$ cat src/rtl/fir_out_buffer.sv
// First-word fall-through output FIFO for the FIR filter sample stream.
// Optional write/drop counters are enabled by FIR_OUT_BUFFER_STATS_EN.
module fir_out_buffer #(
    parameter  int WIDTH = 8,
    parameter  int DEPTH = 8,
    localparam int AW    = $clog2(DEPTH),
    localparam int CW    = AW + 1
) (
    input  logic             CLK,
    input  logic             RST_n,
    input  logic             VIN,
    input  logic [WIDTH-1:0] DIN,
    input  logic             CLR,
    input  logic             RDY,
    output logic             VOUT,
    output logic [WIDTH-1:0] DOUT,
    output logic             FULL,
    output logic             EMPTY,
    output logic             OVF,
    output logic [CW-1:0]    COUNT
`ifdef FIR_OUT_BUFFER_STATS_EN
    ,
    output logic [15:0]      SAMPLES,
    output logic [15:0]      DROPS
`endif
);

    logic [WIDTH-1:0] mem [DEPTH];
    logic [AW-1:0]    wr_ptr;
    logic [AW-1:0]    rd_ptr;
    logic [CW-1:0]    count_q;
    logic [CW-1:0]    count_d;
    logic             full_q;
    logic             empty_q;
    logic             ovf_q;
    logic             wr_en;
    logic             rd_en;
    logic             drop;
    logic [WIDTH-1:0] last_q;

    // A full buffer drops the incoming sample even when a pop frees a slot.
    always_comb begin
        wr_en = VIN & ~full_q & ~CLR;
        drop  = VIN & full_q & ~CLR;
        rd_en = ~empty_q & RDY & ~CLR;
    end

    always_comb begin
        count_d = count_q;
        unique case ({wr_en, rd_en})
            2'b10:   count_d = count_q + CW'(1);
            2'b01:   count_d = count_q - CW'(1);
            default: count_d = count_q;
        endcase
    end

    always_ff @(posedge CLK or negedge RST_n) begin
        if (!RST_n) begin
            wr_ptr  <= '0;
            rd_ptr  <= '0;
            count_q <= '0;
            full_q  <= 1'b0;
            empty_q <= 1'b1;
            ovf_q   <= 1'b0;
        end else if (CLR) begin
            wr_ptr  <= '0;
            rd_ptr  <= '0;
            count_q <= '0;
            full_q  <= 1'b0;
            empty_q <= 1'b1;
            ovf_q   <= 1'b0;
        end else begin
            if (wr_en) wr_ptr <= wr_ptr + AW'(1);
            if (rd_en) rd_ptr <= rd_ptr + AW'(1);
            count_q <= count_d;
            full_q  <= (count_d == CW'(DEPTH));
            empty_q <= (count_d == '0);
            if (drop) ovf_q <= 1'b1;
        end
    end

    // Storage is not reset; stale entries are unreachable once pointers clear.
    always_ff @(posedge CLK) begin
        if (wr_en) mem[wr_ptr] <= DIN;
    end

    always_ff @(posedge CLK or negedge RST_n) begin
        if (!RST_n) begin
            last_q <= '0;
        end else if (rd_en) begin
            last_q <= mem[rd_ptr];
        end
    end

    always_comb begin
        VOUT  = ~empty_q;
        DOUT  = empty_q ? last_q : mem[rd_ptr];
        FULL  = full_q;
        EMPTY = empty_q;
        OVF   = ovf_q;
        COUNT = count_q;
    end

`ifdef FIR_OUT_BUFFER_STATS_EN
    logic [15:0] samples_q;
    logic [15:0] drops_q;

    always_ff @(posedge CLK or negedge RST_n) begin
        if (!RST_n) begin
            samples_q <= '0;
            drops_q   <= '0;
        end else if (CLR) begin
            samples_q <= '0;
            drops_q   <= '0;
        end else begin
            if (wr_en && samples_q != 16'hFFFF) samples_q <= samples_q + 16'd1;
            if (drop && drops_q != 16'hFFFF) drops_q <= drops_q + 16'd1;
        end
    end

    assign SAMPLES = samples_q;
    assign DROPS   = drops_q;
`endif

endmodule

$ cat config.mk
export PLATFORM = sky130hd
export DESIGN_NAME = fir_out_buffer
export DESIGN_NICKNAME = d
export VERILOG_FILES = /design/src/rtl/fir_out_buffer.sv
export SDC_FILE = /design/constraint.sdc
export NUM_CORES = 1
export LEC_CHECK = 0
export CAP_MARGIN = 10
export CELL_PAD_IN_SITES_DETAIL_PLACEMENT = 1
export CELL_PAD_IN_SITES_GLOBAL_PLACEMENT = 2
export CORE_MARGIN = 2
export CORE_UTILIZATION = 39
export CTS_BUF_LIST = sky130_fd_sc_hd__clkbuf_4 sky130_fd_sc_hd__clkbuf_8 sky130_fd_sc_hd__clkbuf_16
export DETAILED_ROUTE_END_ITERATION = 12
export GPL_TIMING_DRIVEN = 0
export HOLD_SLACK_MARGIN = 0.05
export PLACE_DENSITY = 0.74
export SYNTH_ARGS = -nofsm -noshare
export SYNTH_HDL_FRONTEND = slang
export SYNTH_SLANG_ARGS = --single-unit
$ cat constraint.sdc
create_clock -name CLK -period 2.1 [get_ports CLK]
set_input_delay 0.525 -clock CLK [delete_from_list [all_inputs] [get_ports CLK]]
set_output_delay 0.525 -clock CLK [all_outputs]
set_load 0.02 [all_outputs]
==> summary.txt, run 1 <==
yosys + openroad results -> startpoint of the most critical setup path=rd_ptr[0]$_DFFE_PN0P_, sequential fraction of the synthesis area=68.4%, multi-input gate count=101, startpoint of the lowest-slack register-to-register path=EMPTY$_DFF_PN1_, layer carrying the most global-route usage=met2, Final Critical Period=2.76 ns, failing checks=setup timing, highest ir drop seen on vdd=0.567 mV, mean number of vias per cell=5.23, initial antenna violation count=0, Post-Layout Cell Count=360, endpoint of the most critical register-to-register path=FULL$_DFF_PN0_, outcome=finished with violations, total of plain and repair buffers excluding clock buffers=approximately 46, Clock Power=0.00105 W, Mapped Nets=215, number of flip-flops and latches=85, startpoint type of the worst setup path=register, Final setup violation count=8, Worst Setup Slack, final=-0.660 ns
Fig. 1: run 1, met1 routing
Supply wires on this layer in gray.
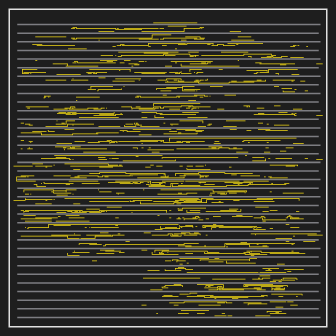
- longest straight run: 42.3 um
- main direction: horizontal
- wire length on this layer: 3340 um
met1 usage: 22.2%
total detailed-routing wirelength: 7390 um

Fig. 2: run 1, close-up of the layout
The bar under the picture is 10 um long. Window x 35 to 65, y 35 to 65 um. Cells in gray, sequential cells in the stronger gray; small squares are vias.
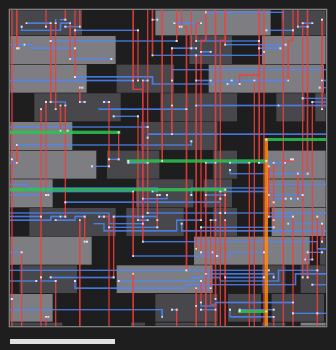
- met2: red
- met3: green
- met4: orange
- met1: blue
- netlist names of flops here include: mem (11)
- most frequent: edfxtp_1 (11), mux4_2 (4), mux2_4 (4)
- sequential cells in the window: 13
- cells with their middle in the window: 34

Fig. 3: run 1, the clock network
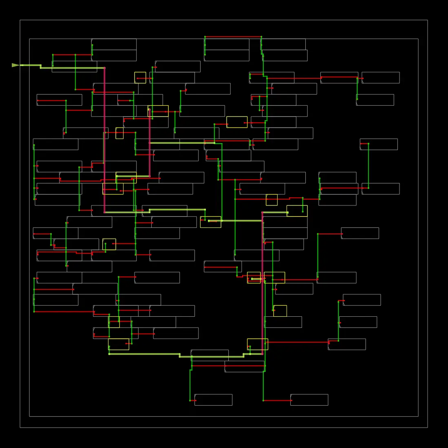
clock insertion delay at the later pin of the skew report: 0.35 ns
number of buffers created by CTS: 9

==> run 2, diff against run 1 <==
--- a/config.mk
+++ b/config.mk
@@ -10,7 +10,7 @@
 export CELL_PAD_IN_SITES_GLOBAL_PLACEMENT = 2
 export CORE_MARGIN = 2
 export CORE_UTILIZATION = 39
-export CTS_BUF_LIST = sky130_fd_sc_hd__clkbuf_4 sky130_fd_sc_hd__clkbuf_8 sky130_fd_sc_hd__clkbuf_16
+export CTS_BUF_LIST = sky130_fd_sc_hd__clkbuf_16
 export DETAILED_ROUTE_END_ITERATION = 12
 export GPL_TIMING_DRIVEN = 0
 export HOLD_SLACK_MARGIN = 0.05
Fig. 4: run 2, signal wires by layer
Two of the layers only.
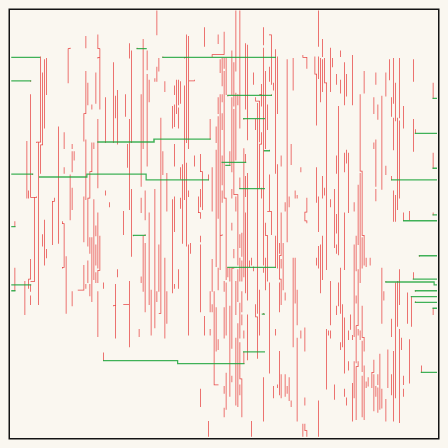
- met2: red (wire length 3600 um)
- met3: green (wire length 265 um)
GRT Resource Usage Total: 16.5%
vias: 1906
total detailed-routing wirelength: 7490 um
routed wirelength normalized by instance count: 20.8 um

==> run 2 against run 1 <==
Against the previous run:
- the run still ends with setup timing left
- largest cell class unchanged
- clock power increased by about 40%
- cell area increased by 2.7%
- sequential power about the same
- utilization increased by 1.4 points
==> summary.txt, run 2 <==
yosys + openroad results -> CTS-repair resized insts=around 79, Worst Setup Slack, final=-0.654 ns, Clock Power=0.00147 W, clock insertion delay at the later pin of the skew report=0.34 ns, endpoint of the most critical register-to-register path=FULL$_DFF_PN0_, Final Critical Period=~2.8 ns, die area=9960 um2, initial antenna violation count=0, fraction of final layout cells with drive strength greater than 1=42.7%, multi-input gate count=101, antenna fix cells=0, sequential fraction of the synthesis area=68.4%, startpoint of the most critical setup path=rd_ptr[0]$_DFFE_PN0P_, total of plain and repair buffers excluding clock buffers=47, Min Hold Slack=between 0.5 and 0.6 ns, proportion of cell area occupied by multi-input gates=26.4%, layer carrying the most global-route usage=met2, outcome=finished with violations, cell chosen for the clock root=sky130_fd_sc_hd__clkbuf_16, most frequent cells in the layout=sky130_fd_sc_hd__edfxtp_1 (64), sky130_fd_sc_hd__dfrtp_1 (18), sky130_fd_sc_hd__mux4_2 (16), sky130_fd_sc_hd__clkdlybuf4s50_1 (16), sky130_fd_sc_hd__mux2_4 (15), Worst slew margin=32.4%, worst setup path endpoint=DOUT[7], post-synth cell types=34, Post-Synth Adder-Cell Area=1.40%, number of tap cells inserted=108, Mapped Nets=about 220, mean number of vias per cell=5.28, number of flip-flops and latches=85, yosys xor share=around 1.7%, highest ir drop seen on vdd=0.507 mV, startpoint type of the worst setup path=register, failing checks=setup timing, Final setup violation count=8, number of top-level pins=29, startpoint of the lowest-slack register-to-register path=EMPTY$_DFF_PN1_, met1 usage=23.4%, DRT met1 WL=approximately 3500 um, area added between synthesis and finish=27.2%, number of buffers created by CTS=9, Post-Layout Cell Count=361
==> run 3, diff against run 2 <==
--- a/config.mk
+++ b/config.mk
@@ -15,6 +15,7 @@
 export GPL_TIMING_DRIVEN = 0
 export HOLD_SLACK_MARGIN = 0.05
 export PLACE_DENSITY = 0.74
+export SLEW_MARGIN = 20
 export SYNTH_ARGS = -nofsm -noshare
 export SYNTH_HDL_FRONTEND = slang
 export SYNTH_SLANG_ARGS = --single-unit
Fig. 5: run 3, met1 routing
Supply wires on this layer in gray.
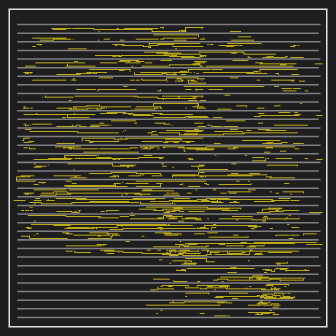
- longest straight run: 42.8 um
- share of all routed wire: 46%
met1 usage: 22.0%
vias: 1934

==> run 3 against run 2 <==
Against the previous run:
- the run still ends with setup timing left
- critical endpoint is now DOUT[2]
- critical path type unchanged
- area after synthesis is the same
- first-iteration DRC count increased by 28%
- cell count grew 1.1%
- utilization is 0.54 points higher
- flip-flop count did not move
- largest power group unchanged
- non-clock buffer count increased by 4
- synthesized cell count stayed put
- clock skew decreased by 0.0036 ns
- die area is the same
- sequential power about the same
==> summary.txt, run 3 <==
yosys + openroad results -> outcome=finished with violations, failing checks=setup timing, Worst slew margin=44.8%, area fraction in mux cells=19.9%, die area=9960 um2, yosys xor share=under 10%, total detailed-routing wirelength=7350 um, startpoint type of the worst setup path=register, layout net count=about 270, Post-Synth Adder-Cell Area=1.40%, number of top-level pins=29, DIE HEIGHT=99.8 um, Post-Layout Cell Count=365, total of plain and repair buffers excluding clock buffers=51, Mapped Nets=215, antenna fix cells=0, flip-flops with a built-in enable=64, startpoint of the lowest-slack register-to-register path=EMPTY$_DFF_PN1_, number of tap cells inserted=108, DRT met1 WL=3390 um, sequential fraction of the synthesis area=68.4%, Final setup violation count=8, width of the die=99.8 um, worst setup path endpoint=DOUT[2], dominant cell type by area after synthesis=sky130_fd_sc_hd__edfxtp_1, Post-Route Skew=0.00597 ns, Final Critical Period=roughly 2.7 ns, mean number of vias per cell=5.30, startpoint of the most critical setup path=rd_ptr[0]$_DFFE_PN0P_, Worst Setup Slack, final=-0.611 ns, number of flip-flops and latches=85, highest ir drop seen on vdd=0.597 mV, CTS-repair resized insts=77, cell chosen for the clock root=sky130_fd_sc_hd__clkbuf_16, most frequent cells in the layout=sky130_fd_sc_hd__edfxtp_1 (64), sky130_fd_sc_hd__dfrtp_1 (18), sky130_fd_sc_hd__mux4_2 (16), sky130_fd_sc_hd__mux2_4 (16), sky130_fd_sc_hd__clkdlybuf4s50_1 (15), count of buffering cells on the critical path with inverters included=3, endpoint of the most critical register-to-register path=EMPTY$_DFF_PN1_, multi-input gate count=101, Min Hold Slack=0.145 ns, final-layout clock buffer total=9, Comb power=0.000774 W, initial antenna violation count=0, global placement routability congestion=between 0.6 and 0.7, proportion of cell area occupied by multi-input gates=26.2%, GRT Resource Usage Total=16.1%, layer carrying the most global-route usage=met2, number of buffers created by CTS=9, post-synth cell types=34, first-pass detailed-route iteration total=4
No activity file was given, so power comes from the tool's default toggle rates.
